## src/rtl/chunk_serializer_pkg.sv

```systemverilog
// Shared types and helpers for the chunk serializer.
package chunk_serializer_pkg;

    typedef enum logic {
        IDLE = 1'b0,
        SEND = 1'b1
    } state_e;

    // Counter width for n chunks, never narrower than one bit.
    function automatic int unsigned cnt_width(input int unsigned n);
        int unsigned w;
        w = $clog2(n);
        return (w < 1) ? 1 : w;
    endfunction

endpackage

```

## src/rtl/chunk_serializer.sv

```systemverilog
// Accepts a REG_WIDTH-chunk word over valid/ready and emits it chunk 0 first.
// Optional last_o marker is enabled by defining CHUNK_SERIALIZER_LAST_EN.
module chunk_serializer
    import chunk_serializer_pkg::*;
#(
    parameter int unsigned CHUNK_WIDTH = 8,
    parameter int unsigned REG_WIDTH   = 4
) (
    input  logic                                  clk,
    input  logic                                  rst_n,
    input  logic [REG_WIDTH-1:0][CHUNK_WIDTH-1:0] data_i,
    input  logic                                  valid_i,
    output logic                                  ready_o,
    output logic [CHUNK_WIDTH-1:0]                data_o,
    output logic                                  valid_o,
    input  logic                                  ready_i
`ifdef CHUNK_SERIALIZER_LAST_EN
    ,
    output logic                                  last_o
`endif
);

    localparam int unsigned WORD_W = CHUNK_WIDTH * REG_WIDTH;
    localparam int unsigned CNT_W  = cnt_width(REG_WIDTH);
    localparam logic [CNT_W-1:0] CNT_LAST = CNT_W'(REG_WIDTH - 1);

    state_e            state;
    logic [CNT_W-1:0]  cnt;
    logic [WORD_W-1:0] word_buf;
    logic [WORD_W-1:0] word_shift;

    // The buffer shifts down one chunk per transfer, so the next chunk is always at the bottom.
    assign word_shift = word_buf >> CHUNK_WIDTH;

    always_ff @(posedge clk) begin
        if (!rst_n) begin
            state    <= IDLE;
            cnt      <= '0;
            word_buf <= '0;
            ready_o  <= 1'b0;
            valid_o  <= 1'b0;
            data_o   <= '0;
        end else begin
            case (state)
                IDLE: begin
                    ready_o <= 1'b1;
                    valid_o <= 1'b0;
                    data_o  <= '0;
                    if (valid_i && ready_o) begin
                        state    <= SEND;
                        cnt      <= '0;
                        word_buf <= data_i;
                        ready_o  <= 1'b0;
                        valid_o  <= 1'b1;
                        data_o   <= data_i[0];
                    end
                end
                SEND: begin
                    if (ready_i) begin
                        if (cnt == CNT_LAST) begin
                            state   <= IDLE;
                            ready_o <= 1'b1;
                            valid_o <= 1'b0;
                            data_o  <= '0;
                        end else begin
                            cnt      <= CNT_W'(cnt + 1'b1);
                            word_buf <= word_shift;
                            data_o   <= word_shift[CHUNK_WIDTH-1:0];
                        end
                    end
                end
                default: begin
                    state   <= IDLE;
                    ready_o <= 1'b0;
                    valid_o <= 1'b0;
                    data_o  <= '0;
                end
            endcase
        end
    end

`ifdef CHUNK_SERIALIZER_LAST_EN
    // Registered alongside data_o so it marks the final chunk in the same cycle.
    always_ff @(posedge clk) begin
        if (!rst_n) begin
            last_o <= 1'b0;
        end else begin
            case (state)
                IDLE: last_o <= (valid_i && ready_o) ? (REG_WIDTH == 1) : 1'b0;
                SEND: begin
                    if (ready_i) begin
                        last_o <= (cnt != CNT_LAST) && (CNT_W'(cnt + 1'b1) == CNT_LAST);
                    end
                end
                default: last_o <= 1'b0;
            endcase
        end
    end
`endif

endmodule

```

## config.mk

```make
export PLATFORM = sky130hd
export DESIGN_NAME = chunk_serializer
export DESIGN_NICKNAME = d
export VERILOG_FILES = /design/src/rtl/chunk_serializer_pkg.sv /design/src/rtl/chunk_serializer.sv
export SDC_FILE = /design/constraint.sdc
export NUM_CORES = 1
export LEC_CHECK = 0
export CAP_MARGIN = 10
export CELL_PAD_IN_SITES_DETAIL_PLACEMENT = 1
export CELL_PAD_IN_SITES_GLOBAL_PLACEMENT = 1
export CORE_MARGIN = 2
export CORE_UTILIZATION = 31
export CTS_CLUSTER_DIAMETER = 40
export DETAILED_ROUTE_END_ITERATION = 7
export PLACE_DENSITY = 0.8
export RECOVER_POWER = 50
export SYNTH_ARGS = -nofsm -noshare
export SYNTH_HDL_FRONTEND = slang
export SYNTH_SLANG_ARGS = --single-unit
```

## constraint.sdc

```tcl
create_clock -name clk -period 1.25 [get_ports clk]
set_input_delay 0.25 -clock clk [delete_from_list [all_inputs] [get_ports clk]]
set_output_delay 0.25 -clock clk [all_outputs]
set_load 0.02 [all_outputs]
```

**Signal wires by layer**

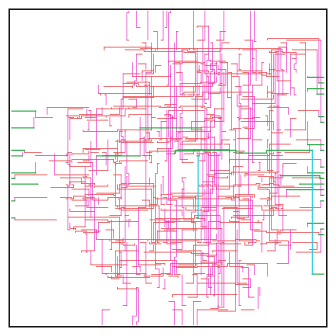
green -> met3  # wire length 149 um
magenta -> met2  # wire length 2160 um
red -> met1  # wire length 1960 um
cyan -> met4  # wire length 44.9 um

**Pin map**

Pins as bars across the die edge, other pins in gray.
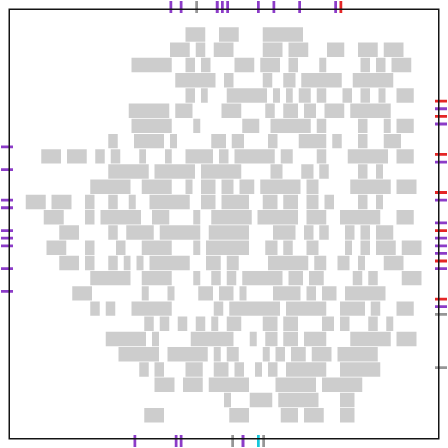
red -> data_o  # pins 8, direction output, edge 7 east, 1 north
purple -> data_i  # pins 32, direction input, edge 10 east, 9 north, 9 west, 4 south
cyan -> ready_o  # pins 1, direction output, edge south

**Clock network drawn from the DEF**

The bar under the picture is 20 um long.
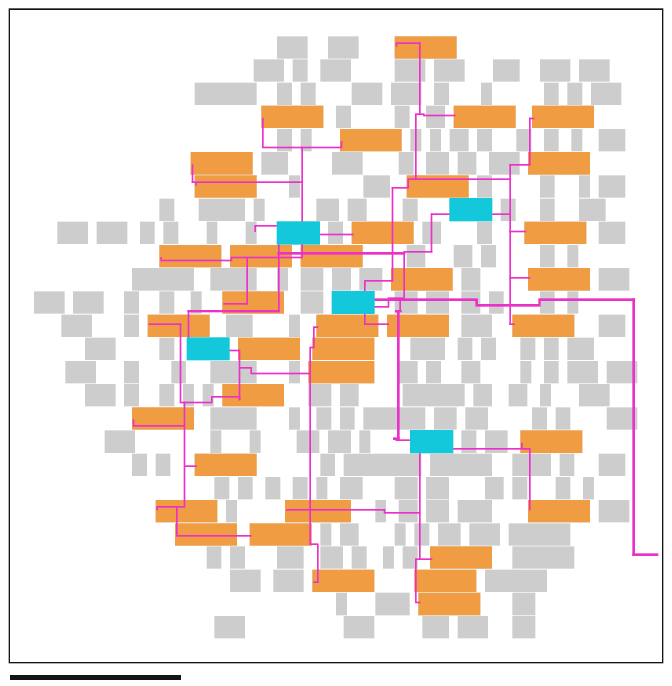
magenta -> clock wires  # length 486 um
orange -> flip-flops  # count 37
cyan -> cells driving clock nets  # count 5
routed clock nets = 6

**Cell classes on the final placement**

Fill, decap, tap and diode cells in gray.
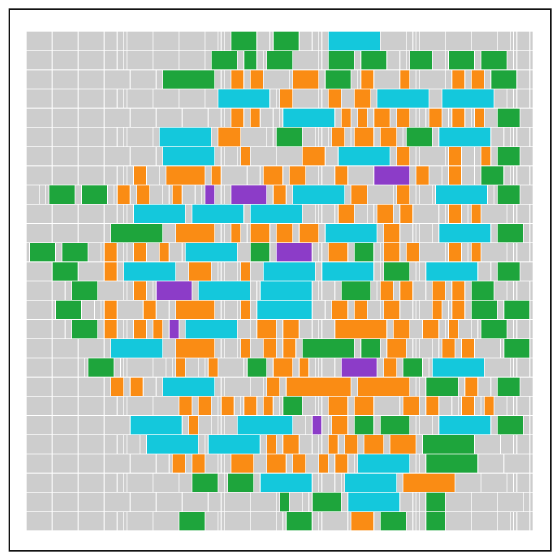
cyan -> flip-flops  # cells 37
green -> other buffers and delay cells  # cells 61
purple -> clock drivers and dummy loads  # cells 8
orange -> all other logic  # cells 133

==> flow_metrics.py <==
# Auto-generated metrics
metrics = {
    "placed_design": {
        "io_buffers": 45,
        "hpwlAfterDp_mm": 3.15,
    },
    "final_timing": {
        "period_minus_slack_ns": 1.21,
        "skew_ns": 0.00478,
        "fmax_mhz": 824,
        "hold_viol": 0,
    },
    "finish": {
        "layout.nets": 275,
        "layout_top_cell": "dfxtp_1",
        "fin_cells": 309,
        "seq_area_um2": 743,
        "top_register": "word_buf",
    },
    "logic_synthesis": {
        "xor_share": 0,
        "synth_top_area_share": 0.455,
        "numSynthFlops": 37,
        "ys_chip_area_mm2": 0.00163,
        "synth_nets": 223,
    },
    "floorplan": {
        "num_io_pins": 46,
    },
    "hold_path": {
        "hold_class": "in2reg",
        "whs_path_depth": 3,
    },
    "critical_path": {
        "cp_top_family": "flip-flops",
        "cp_max_fo": 17,
        "r2r_cells": 5,
    },
    "drt": {
        "wl_met3_um": 149,
        "drt_first_pass_iters": 4,
        "routed-via-count": 1544,
    },
    "grt": {
        "grt_pass1_wl_mm": 7.25,
    },
    "power": {
        "pwr_density_cell_mw_per_mm2": 1080,
        "pwr-share-comb": 0.186,
    },
    "outcome": {
        "status": "completed",
    },
}
Power figures rest on the tool's default switching activity, not on a simulated workload.
